===== config.mk =====
export PLATFORM = sky130hd
export DESIGN_NAME = harness_exit_monitor_flat
export DESIGN_NICKNAME = d
export VERILOG_FILES = /design/src/rtl/harness_exit_monitor_if.sv /design/src/rtl/harness_exit_monitor.sv /design/src/flat_wrapper.sv
export SDC_FILE = /design/constraint.sdc
export NUM_CORES = 1
export LEC_CHECK = 0
export ABC_AREA = 1
export CAP_MARGIN = 10
export CORE_MARGIN = 2
export CORE_UTILIZATION = 40
export CTS_CLUSTER_SIZE = 24
export DETAILED_ROUTE_END_ITERATION = 7
export PLACE_DENSITY = 0.75
export SETUP_SLACK_MARGIN = 0.1
export SLEW_MARGIN = 20
export SYNTH_ARGS = -nofsm -noshare
export SYNTH_HDL_FRONTEND = slang
export SYNTH_SLANG_ARGS = --single-unit

===== constraint.sdc =====
create_clock -name clk -period 3.4 [get_ports clk]
set_input_delay 0.68 -clock clk [delete_from_list [all_inputs] [get_ports clk]]
set_output_delay 0.68 -clock clk [all_outputs]
set_load 0.02 [all_outputs]

===== src/rtl/harness_exit_monitor_if.sv =====
// Memory request handshake observed by the exit monitor.
// The monitor only watches the bus, so its modport is input-only.
interface harness_exit_monitor_if;
  logic mem_req_valid;
  logic mem_req_ready;
  logic mem_req_rw;

  modport master (output mem_req_valid, output mem_req_ready, output mem_req_rw);
  modport slave  (input  mem_req_valid, input  mem_req_ready, input  mem_req_rw);
endinterface


===== src/rtl/harness_exit_monitor.sv =====
// Run controller for multi-hart test benches: sequences DUT reset, counts run
// cycles and memory handshakes, and decides pass / fail / timeout from tohost.
module harness_exit_monitor #(
  parameter int unsigned NUM_HARTS  = 1,
  parameter int unsigned CSR_WIDTH  = 32,
  parameter int unsigned CYC_WIDTH  = 64,
  parameter int unsigned CNT_WIDTH  = 32,
  parameter int unsigned RESET_HOLD = 10,
  parameter int unsigned MIN_CYCLES = 2
) (
  input  logic                                                clk,
  input  logic                                                reset,
  input  logic [CYC_WIDTH-1:0]                                max_cycles,
  input  logic [NUM_HARTS*CSR_WIDTH-1:0]                      csr,
  harness_exit_monitor_if.slave                               mem,
  output logic                                                dut_reset,
  output logic                                                running,
  output logic                                                done,
  output logic                                                pass,
  output logic                                                timeout,
  output logic [CSR_WIDTH-1:0]                                fail_code,
  output logic [((NUM_HARTS > 1) ? $clog2(NUM_HARTS) : 1)-1:0] fail_hart,
  output logic [CYC_WIDTH-1:0]                                cycle_count,
  output logic [CNT_WIDTH-1:0]                                mem_rd_count,
  output logic [CNT_WIDTH-1:0]                                mem_wr_count
);

  localparam int unsigned FH_W      = (NUM_HARTS > 1) ? $clog2(NUM_HARTS) : 1;
  localparam int unsigned HOLD_W    = (RESET_HOLD > 1) ? $clog2(RESET_HOLD) : 1;
  localparam logic [HOLD_W-1:0] HOLD_LAST = HOLD_W'(RESET_HOLD - 1);

  typedef enum logic [1:0] {S_HOLD, S_RUN, S_DONE} state_t;

  state_t                 r_state, w_state_nxt;
  logic [HOLD_W-1:0]      r_hold, w_hold_nxt;
  logic [NUM_HARTS-1:0]   r_pass_bits, w_pass_bits_nxt;

  logic                   w_dut_reset_nxt, w_running_nxt, w_done_nxt;
  logic                   w_pass_nxt, w_timeout_nxt;
  logic [CSR_WIDTH-1:0]   w_fail_code_nxt;
  logic [FH_W-1:0]        w_fail_hart_nxt;
  logic [CYC_WIDTH-1:0]   w_cycle_nxt;
  logic [CNT_WIDTH-1:0]   w_rd_nxt, w_wr_nxt;

  logic [NUM_HARTS-1:0]   w_csr_one;
  logic                   w_any_fail;
  logic [FH_W-1:0]        w_fail_idx;
  logic [CSR_WIDTH-1:0]   w_fail_val;
  logic                   w_min_ok;
  logic                   w_timeout_hit;
  logic                   w_all_pass;
  logic                   w_rd_hs, w_wr_hs;

  // Per-hart tohost decode; the lowest failing hart wins.
  always_comb begin
    w_csr_one  = '0;
    w_any_fail = 1'b0;
    w_fail_idx = '0;
    w_fail_val = '0;
    w_min_ok   = (cycle_count >= CYC_WIDTH'(MIN_CYCLES));
    for (int i = 0; i < int'(NUM_HARTS); i++) begin
      w_csr_one[i] = (csr[i*CSR_WIDTH +: CSR_WIDTH] == CSR_WIDTH'(1));
      if (!w_any_fail && w_min_ok && (csr[i*CSR_WIDTH +: CSR_WIDTH] > CSR_WIDTH'(1))) begin
        w_any_fail = 1'b1;
        w_fail_idx = FH_W'(i);
        w_fail_val = csr[i*CSR_WIDTH +: CSR_WIDTH];
      end
    end
    w_timeout_hit = (max_cycles != '0) && (cycle_count > max_cycles);
    w_all_pass    = &(r_pass_bits | w_csr_one);
    w_rd_hs       = mem.mem_req_valid && mem.mem_req_ready && !mem.mem_req_rw;
    w_wr_hs       = mem.mem_req_valid && mem.mem_req_ready &&  mem.mem_req_rw;
  end

  // Next-state and next-output logic.
  always_comb begin
    w_state_nxt     = r_state;
    w_hold_nxt      = r_hold;
    w_pass_bits_nxt = r_pass_bits;
    w_dut_reset_nxt = dut_reset;
    w_running_nxt   = running;
    w_done_nxt      = done;
    w_pass_nxt      = pass;
    w_timeout_nxt   = timeout;
    w_fail_code_nxt = fail_code;
    w_fail_hart_nxt = fail_hart;
    w_cycle_nxt     = cycle_count;
    w_rd_nxt        = mem_rd_count;
    w_wr_nxt        = mem_wr_count;

    case (r_state)
      S_HOLD: begin
        if (r_hold == HOLD_LAST) begin
          w_state_nxt     = S_RUN;
          w_dut_reset_nxt = 1'b0;
          w_running_nxt   = 1'b1;
        end else begin
          w_hold_nxt = r_hold + HOLD_W'(1);
        end
      end

      S_RUN: begin
        w_pass_bits_nxt = r_pass_bits | w_csr_one;
        if (w_rd_hs && (mem_rd_count != '1)) w_rd_nxt = mem_rd_count + CNT_WIDTH'(1);
        if (w_wr_hs && (mem_wr_count != '1)) w_wr_nxt = mem_wr_count + CNT_WIDTH'(1);
        if (w_any_fail || w_timeout_hit || w_all_pass) begin
          // Terminating edge: cycle_count stays at the value that qualified.
          w_state_nxt     = S_DONE;
          w_dut_reset_nxt = 1'b1;
          w_running_nxt   = 1'b0;
          w_done_nxt      = 1'b1;
          if (w_any_fail) begin
            w_fail_code_nxt = w_fail_val;
            w_fail_hart_nxt = w_fail_idx;
          end else if (w_timeout_hit) begin
            w_timeout_nxt = 1'b1;
          end else begin
            w_pass_nxt = 1'b1;
          end
        end else if (cycle_count != '1) begin
          w_cycle_nxt = cycle_count + CYC_WIDTH'(1);
        end
      end

      S_DONE: begin
      end

      default: begin
        w_state_nxt = S_HOLD;
      end
    endcase
  end

  // State and output registers with synchronous active-low reset.
  always_ff @(posedge clk) begin
    if (!reset) begin
      r_state      <= S_HOLD;
      r_hold       <= '0;
      r_pass_bits  <= '0;
      dut_reset    <= 1'b1;
      running      <= 1'b0;
      done         <= 1'b0;
      pass         <= 1'b0;
      timeout      <= 1'b0;
      fail_code    <= '0;
      fail_hart    <= '0;
      cycle_count  <= '0;
      mem_rd_count <= '0;
      mem_wr_count <= '0;
    end else begin
      r_state      <= w_state_nxt;
      r_hold       <= w_hold_nxt;
      r_pass_bits  <= w_pass_bits_nxt;
      dut_reset    <= w_dut_reset_nxt;
      running      <= w_running_nxt;
      done         <= w_done_nxt;
      pass         <= w_pass_nxt;
      timeout      <= w_timeout_nxt;
      fail_code    <= w_fail_code_nxt;
      fail_hart    <= w_fail_hart_nxt;
      cycle_count  <= w_cycle_nxt;
      mem_rd_count <= w_rd_nxt;
      mem_wr_count <= w_wr_nxt;
    end
  end

endmodule


===== src/flat_wrapper.sv =====
// flat-port wrapper written by rule: the top's interface ports become plain ports
module harness_exit_monitor_flat 
#(
  parameter int unsigned NUM_HARTS  = 1,
  parameter int unsigned CSR_WIDTH  = 32,
  parameter int unsigned CYC_WIDTH  = 64,
  parameter int unsigned CNT_WIDTH  = 32,
  parameter int unsigned RESET_HOLD = 10,
  parameter int unsigned MIN_CYCLES = 2
)
  (clk, reset, max_cycles, csr, dut_reset, running, done, pass, timeout, fail_code, fail_hart, cycle_count, mem_rd_count, mem_wr_count, mem_mem_req_valid, mem_mem_req_ready, mem_mem_req_rw);
  harness_exit_monitor_if mem_i ();
  input  logic clk;
  input  logic reset;
  input  logic [CYC_WIDTH-1:0] max_cycles;
  input  logic [NUM_HARTS*CSR_WIDTH-1:0] csr;
  output logic dut_reset;
  output logic running;
  output logic done;
  output logic pass;
  output logic timeout;
  output logic [CSR_WIDTH-1:0] fail_code;
  output logic [((NUM_HARTS > 1) ? $clog2(NUM_HARTS) : 1)-1:0] fail_hart;
  output logic [CYC_WIDTH-1:0] cycle_count;
  output logic [CNT_WIDTH-1:0] mem_rd_count;
  output logic [CNT_WIDTH-1:0] mem_wr_count;
  input wire logic [$bits(mem_i.mem_req_valid)-1:0] mem_mem_req_valid;
  input wire logic [$bits(mem_i.mem_req_ready)-1:0] mem_mem_req_ready;
  input wire logic [$bits(mem_i.mem_req_rw)-1:0] mem_mem_req_rw;
  assign mem_i.mem_req_valid = mem_mem_req_valid;
  assign mem_i.mem_req_ready = mem_mem_req_ready;
  assign mem_i.mem_req_rw = mem_mem_req_rw;
  harness_exit_monitor #(.NUM_HARTS(NUM_HARTS), .CSR_WIDTH(CSR_WIDTH), .CYC_WIDTH(CYC_WIDTH), .CNT_WIDTH(CNT_WIDTH), .RESET_HOLD(RESET_HOLD), .MIN_CYCLES(MIN_CYCLES)) u_core (.clk(clk), .reset(reset), .max_cycles(max_cycles), .csr(csr), .mem(mem_i), .dut_reset(dut_reset), .running(running), .done(done), .pass(pass), .timeout(timeout), .fail_code(fail_code), .fail_hart(fail_hart), .cycle_count(cycle_count), .mem_rd_count(mem_rd_count), .mem_wr_count(mem_wr_count));
endmodule

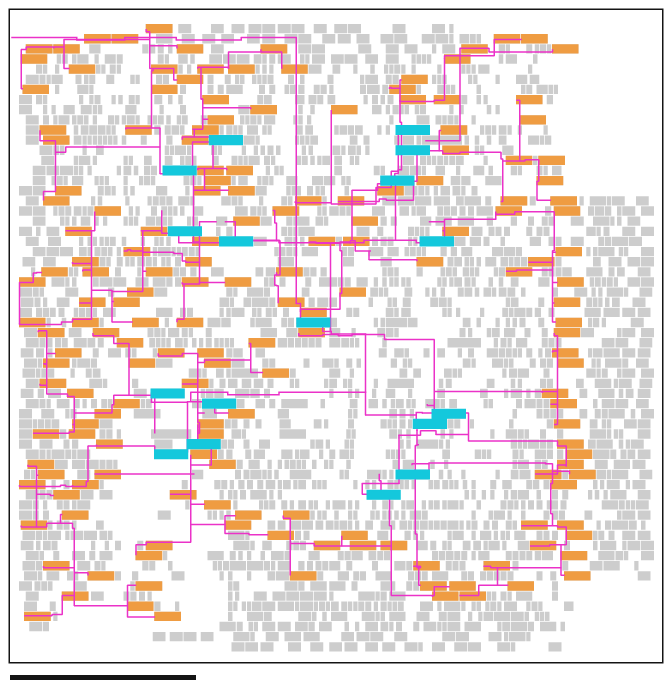
(run_1/clock_map.png)
Scale bar: 50 um.
[magenta] clock wires | length: 2,610 um
[orange] flip-flops | count: 172
[cyan] cells driving clock nets | count: 17
flops lie: widely spread
maximum clock skew at final layout: 0.0168 ns
Clock Power: 2110 uW
part of the power in the clock network: 0.478

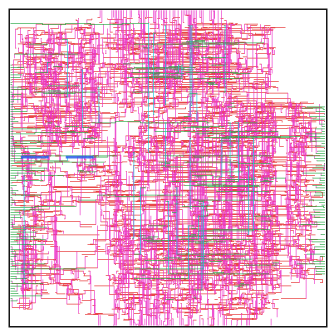
(run_1/metal_stack.png)
| color | layer | wire length |
|---|---|---|
| green | met3 | 3,260 um |
| red | met1 | 19,200 um |
| magenta | met2 | 19,100 um |
| cyan | met4 | 992 um |
| blue | met5 | 27.6 um |

==> impl_summary.log, run 1 <==
[flow] collecting metrics
INFO  metric nonClockBufferCount = ~310
INFO  metric nWellTaps = between 300 and 400
INFO  metric drt-vias-per-instance = 5.38
INFO  metric comb_area_frac = 0.453
INFO  metric report.final.setup_viol = 0
INFO  metric synthMuxAreaShare = 0
INFO  metric globalRoute.busiestLayer = met2
INFO  metric tritoncts = yes
INFO  metric clock_latency = ~0.44 ns
INFO  metric yosys.stat.chipArea = between 0.01 and 0.015 sq mm
INFO  metric post_synth_instance_area = ~0.012 sq mm
INFO  metric layout.nonclk_buf_frac = 0.198
INFO  metric yosys_cells = approximately 1,800
INFO  metric grt_util_met1 = 0.367
INFO  metric critical-path-slowest-cell = sky130_fd_sc_hd__clkdlybuf4s50_1
INFO  metric finish.net_count = 2,241
INFO  metric groute.layer.met2.usage = 0.440
INFO  metric core_area = 0.0288 sq mm
INFO  metric gpl_congestion = 1.02
INFO  metric max_cap_viol_count = 0
INFO  metric detail_route.drc_violations = 0
INFO  metric final_layout_top_logic_cell = sky130_fd_sc_hd__nand2_1
INFO  metric finish.utilization = 0.544
INFO  metric gate_count_of_the_mapped_netlist = about 1,800
INFO  metric first_pass_iters = 5
INFO  metric die_width = approximately 180 um
INFO  metric num-clock-buffers = 18
INFO  metric critPathMaxStageDelay = 0.51 ns
INFO  metric area.share.sequential = 0.220
INFO  metric netlist.area_leader.share = 0.294
INFO  metric area_leaders = sky130_fd_sc_hd__dfxtp_1, sky130_fd_sc_hd__nand2_1, sky130_fd_sc_hd__inv_1, sky130_fd_sc_hd__a21oi_1, sky130_fd_sc_hd__ha_1
INFO  metric power_density = around 280 mW/mm^2
INFO  metric total_of_fill_cells_in_the_finished_design = between 2,000 and 3,000
INFO  metric ff_type = sky130_fd_sc_hd__dfxtp_1
INFO  metric worst_hold_path_type = reg2reg
INFO  metric wire_length_of_the_first_global_routing_pass = ~67,000 um
INFO  metric period_used_share = 0.904
INFO  metric power.sequential.fraction = 0.458
INFO  metric first_global_vias = around 13,000
INFO  metric grt_max_degree = roughly 63
INFO  metric nNonClkInverters = around 250
INFO  metric layout-drive-gt1-share = 0.0475
INFO  metric switching_power = roughly 1100 uW
INFO  metric use_met3 = 0.0655
INFO  metric netSwitchingFraction = 0.251
INFO  metric worst_pin_slew = 0.857 ns
INFO  metric lay_top_cells = sky130_fd_sc_hd__nand2_1, sky130_fd_sc_hd__clkdlybuf4s50_1, sky130_fd_sc_hd__inv_1
INFO  metric grt_remaining_overflow = 0
INFO  metric area_delta_synth_final = 33.9%
INFO  metric wl_met2 = roughly 19,000 um
INFO  metric worst-path-stages = 18
INFO  metric run_status = complete, no violations
INFO  metric design_power = roughly 4400 uW
INFO  metric pre_cts_ws = -0.224 ns
INFO  metric route.layer.met1.wl = a little under 20,000 um
INFO  metric max-clock-path-buffers = 2
INFO  metric core.rowCount = 62
INFO  metric ir_drop = 0.261 mV
INFO  metric path_common_cell = sky130_fd_sc_hd__nand2_1
INFO  metric wl_met3 = approximately 3300 um
INFO  metric hold-path-cell-count = 2
INFO  metric final_cells = roughly 2,500
INFO  metric dominant_power_group = the clock network
INFO  metric num_vias = ~13,000
INFO  metric antenna_violating_nets_post_route = 0
INFO  metric fa_ha_area_frac = 0.0749
INFO  metric insertedDiodeCount = 1
INFO  metric criticalPathCategory = in2reg
INFO  metric track_usage = 0.275
INFO  metric fin_ws = ~0.33 ns
INFO  metric worstPathArrival = about 3.4 ns
INFO  metric count_of_buffers_from_port_buffering = roughly 270
INFO  metric hold_slack = 0.445 ns
INFO  metric die-area = about 0.03 sq mm
INFO  metric xor_area_frac = 0.0711
INFO  metric synth-seq-cells = ~170
INFO  metric layout_min_cycle_time = slightly above 3 ns
INFO  metric synth.logic.top_family = simple AND/OR/NAND/NOR gates
INFO  metric cpLargestDelayFamily = buffers and inverters
INFO  metric layout.cells.largest_class = logic gates
INFO  metric post-synth-top-area-cell = sky130_fd_sc_hd__dfxtp_1
INFO  metric hold_violations = 0
INFO  metric power_combinational = ~280 uW
INFO  metric ff_count = between 150 and 200
INFO  metric cp_cell_sequence = clkdlybuf4s50_1, inv_1, ha_1, nand2_1, inv_1, o21ai_0, a21oi_1, nor2_1, nand2_1, a21oi_1, nand2_1, nand2_1, nand3_2, nor2_4, buf_4, clkbuf_16, nand3_1, a21oi_1
INFO  metric sequential_cell_area = ~0.0034 sq mm
INFO  metric slew_limit_headroom = 0.421
INFO  metric detailedPlacementHpwl = roughly 33,000 um
INFO  metric p_int = around 3300 uW
INFO  metric num_io_pins = 267
INFO  metric synth-edff-count = 0
INFO  metric initial_antenna_violation_count = 3
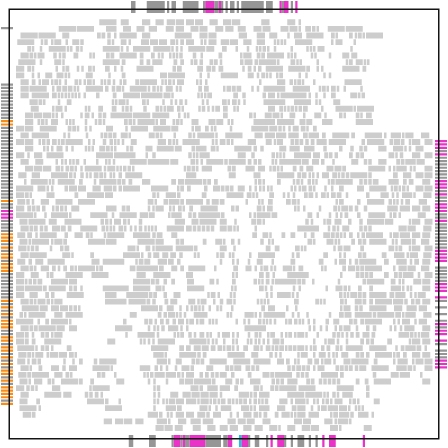
(run_1/pins.png)
Pins as bars across the die edge, other pins in gray.
| color | port | pins | direction | edge |
|---|---|---|---|---|
| orange | csr | 32 | input | west |
| cyan | fail_hart | 1 | output | south |
| magenta | max_cycles | 64 | input | 27 east, 25 south, 9 north, 3 west |
all pins by edge: 98 west, 62 east, 55 south, 52 north

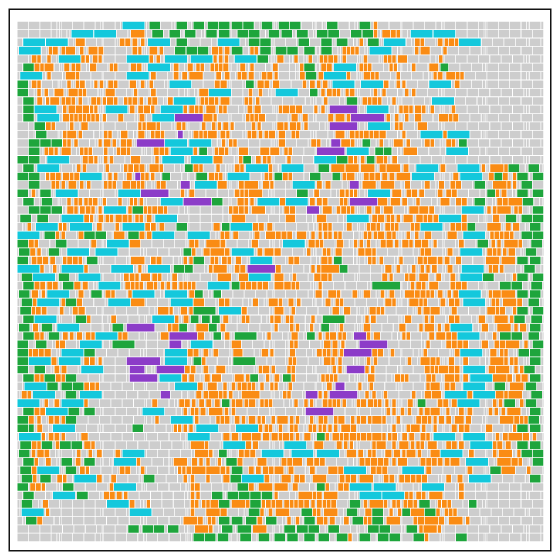
(run_1/cell_classes.png)
Fill, decap, tap and diode cells in gray.
| color | class | cells |
|---|---|---|
| green | other buffers and delay cells | 314 |
| cyan | flip-flops | 172 |
| purple | clock drivers and dummy loads | 32 |
| orange | all other logic | 1,565 |

==> inputs of run 2 (changes only) <==
Settings changed: ABC_AREA 1 to unset, PLACE_DENSITY 0.75 to 0.77.
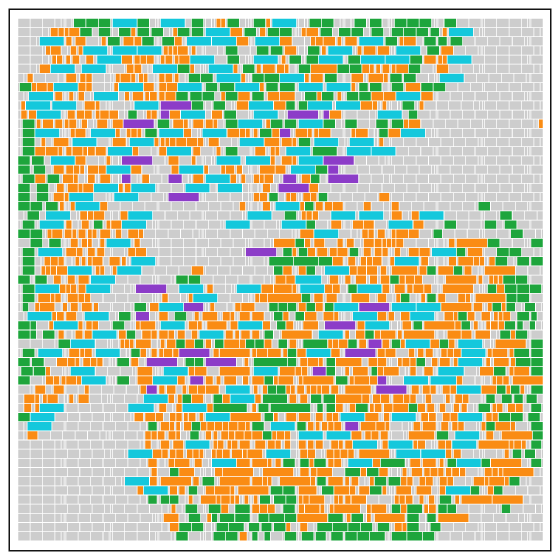
(run_2/cell_classes.png)
Fill, decap, tap and diode cells in gray.
| color | class | cells |
|---|---|---|
| purple | clock drivers and dummy loads | 32 |
| orange | all other logic | 966 |
| cyan | flip-flops | 172 |
| green | other buffers and delay cells | 374 |

==> run 2 against run 1 <==
Cell count fell by 24%. Clock skew decreased by 0.0046 ns. Flip-flop count unchanged. Utilization increased by 6.7 points. Critical endpoint is now u_core.cycle_count[46]$_SDFFE_PN0P_. Highest routed layer is now met4.
==> impl_summary.log, run 2 <==
[flow] collecting metrics
INFO  metric report.final.setup_viol = 0
INFO  metric criticalPathCategory = in2reg
INFO  metric critPathMaxStageDelay = roughly 0.59 ns
INFO  metric worst_hold_path_type = reg2reg
INFO  metric track_usage = 0.251
INFO  metric initial_antenna_violation_count = 1
INFO  metric first_global_vias = around 9,900
INFO  metric max-clock-path-buffers = 2
INFO  metric synth-seq-cells = approximately 170
INFO  metric power_combinational = 309 uW
INFO  metric synth-edff-count = 0
INFO  metric layout_min_cycle_time = 3.27 ns
INFO  metric hold_violations = 0
INFO  metric die-area = roughly 0.026 sq mm
INFO  metric globalRoute.busiestLayer = met2
INFO  metric post-synth-top-area-cell = sky130_fd_sc_hd__dfxtp_1
INFO  metric die_width = 160 um
INFO  metric lay_top_cells = sky130_fd_sc_hd__clkdlybuf4s50_1, sky130_fd_sc_hd__dfxtp_1, sky130_fd_sc_hd__nor2_1
INFO  metric final_layout_top_logic_cell = sky130_fd_sc_hd__clkdlybuf4s50_1
INFO  metric antenna_violating_nets_post_route = 0
INFO  metric dominant_power_group = sequential cells
INFO  metric nonClockBufferCount = 374
INFO  metric area_leaders = sky130_fd_sc_hd__dfxtp_1, sky130_fd_sc_hd__ha_1, sky130_fd_sc_hd__nor2_1, sky130_fd_sc_hd__a21oi_1, sky130_fd_sc_hd__nand4_1
INFO  metric period_used_share = 0.962
INFO  metric first_pass_iters = 6
INFO  metric core.rowCount = roughly 57
INFO  metric groute.layer.met2.usage = 0.413
INFO  metric cp_cell_sequence = dlygate4sd2_1, inv_2, ha_4, nand4_1, or4_4, nor2_4, a31oi_4, o211ai_1, buf_4, nand3_4, buf_12, buf_16, buf_4, or3_1, a21oi_1
INFO  metric nWellTaps = 324
INFO  metric post_synth_instance_area = roughly 0.0098 sq mm
INFO  metric switching_power = about 1100 uW
INFO  metric power.sequential.fraction = 0.474
INFO  metric xor_area_frac = 0.0538
INFO  metric max_cap_viol_count = 0
INFO  metric design_power = ~4300 uW
INFO  metric sequential_cell_area = between 0.003 and 0.004 sq mm
INFO  metric pre_cts_ws = -0.569 ns
INFO  metric path_common_cell = sky130_fd_sc_hd__buf_4
INFO  metric fin_ws = ~0.13 ns
INFO  metric ff_type = sky130_fd_sc_hd__dfxtp_1
INFO  metric clock_latency = around 0.44 ns
INFO  metric p_clk = 1930 uW
INFO  metric tritoncts = yes
INFO  metric gate_count_of_the_mapped_netlist = around 1,200
INFO  metric drt-vias-per-instance = around 5.7
INFO  metric gpl_congestion = slightly below 1
INFO  metric yosys_cells = roughly 1,200
INFO  metric area.share.sequential = 0.233
INFO  metric total_of_fill_cells_in_the_finished_design = around 2,000
INFO  metric yosys.stat.chipArea = between 0.009 and 0.01 sq mm
INFO  metric route.layer.met1.wl = between 10,000 and 15,000 um
INFO  metric post-place-cells = between 1,500 and 2,000
INFO  metric share_clk_of_total_power = 0.454
INFO  metric worst_pin_slew = between 0.6 and 0.7 ns
INFO  metric comb_area_frac = 0.436
INFO  metric wl_met3 = 2990 um
INFO  metric grt_util_met1 = 0.324
INFO  metric detailedPlacementHpwl = around 24,000 um
INFO  metric num-clock-buffers = 17
INFO  metric slew_limit_headroom = 0.569
INFO  metric cpLargestDelayFamily = simple AND/OR/NAND/NOR gates
INFO  metric num_vias = approximately 11,000
INFO  metric finish.net_count = ~1,700
INFO  metric count_of_buffers_from_port_buffering = 265
INFO  metric grt_max_degree = around 87
INFO  metric p_int = about 3200 uW
INFO  metric area_delta_synth_final = 51.2%
INFO  metric ff_count = around 170
INFO  metric layout.nonclk_buf_frac = 0.242
INFO  metric layout.cells.largest_class = logic gates
INFO  metric detail_route.drc_violations = 0
INFO  metric nNonClkInverters = approximately 86
INFO  metric wire_length_of_the_first_global_routing_pass = about 52,000 um
INFO  metric power_density = 289 mW/mm^2
INFO  metric netlist.area_leader.share = 0.353
INFO  metric synthMuxAreaShare = 0.0389
INFO  metric hold-path-cell-count = 2
INFO  metric insertedDiodeCount = 1
INFO  metric run_status = complete, no violations
INFO  metric core_area = 0.0242 sq mm
INFO  metric ir_drop = roughly 0.32 mV
INFO  metric wl_met2 = 16,000 um
INFO  metric fin_worst_skew = 0.0122 ns
INFO  metric fa_ha_area_frac = 0.0897
INFO  metric hold_slack = about 0.45 ns
INFO  metric grt_remaining_overflow = 0
Power figures rest on the tool's default switching activity, not on a simulated workload.
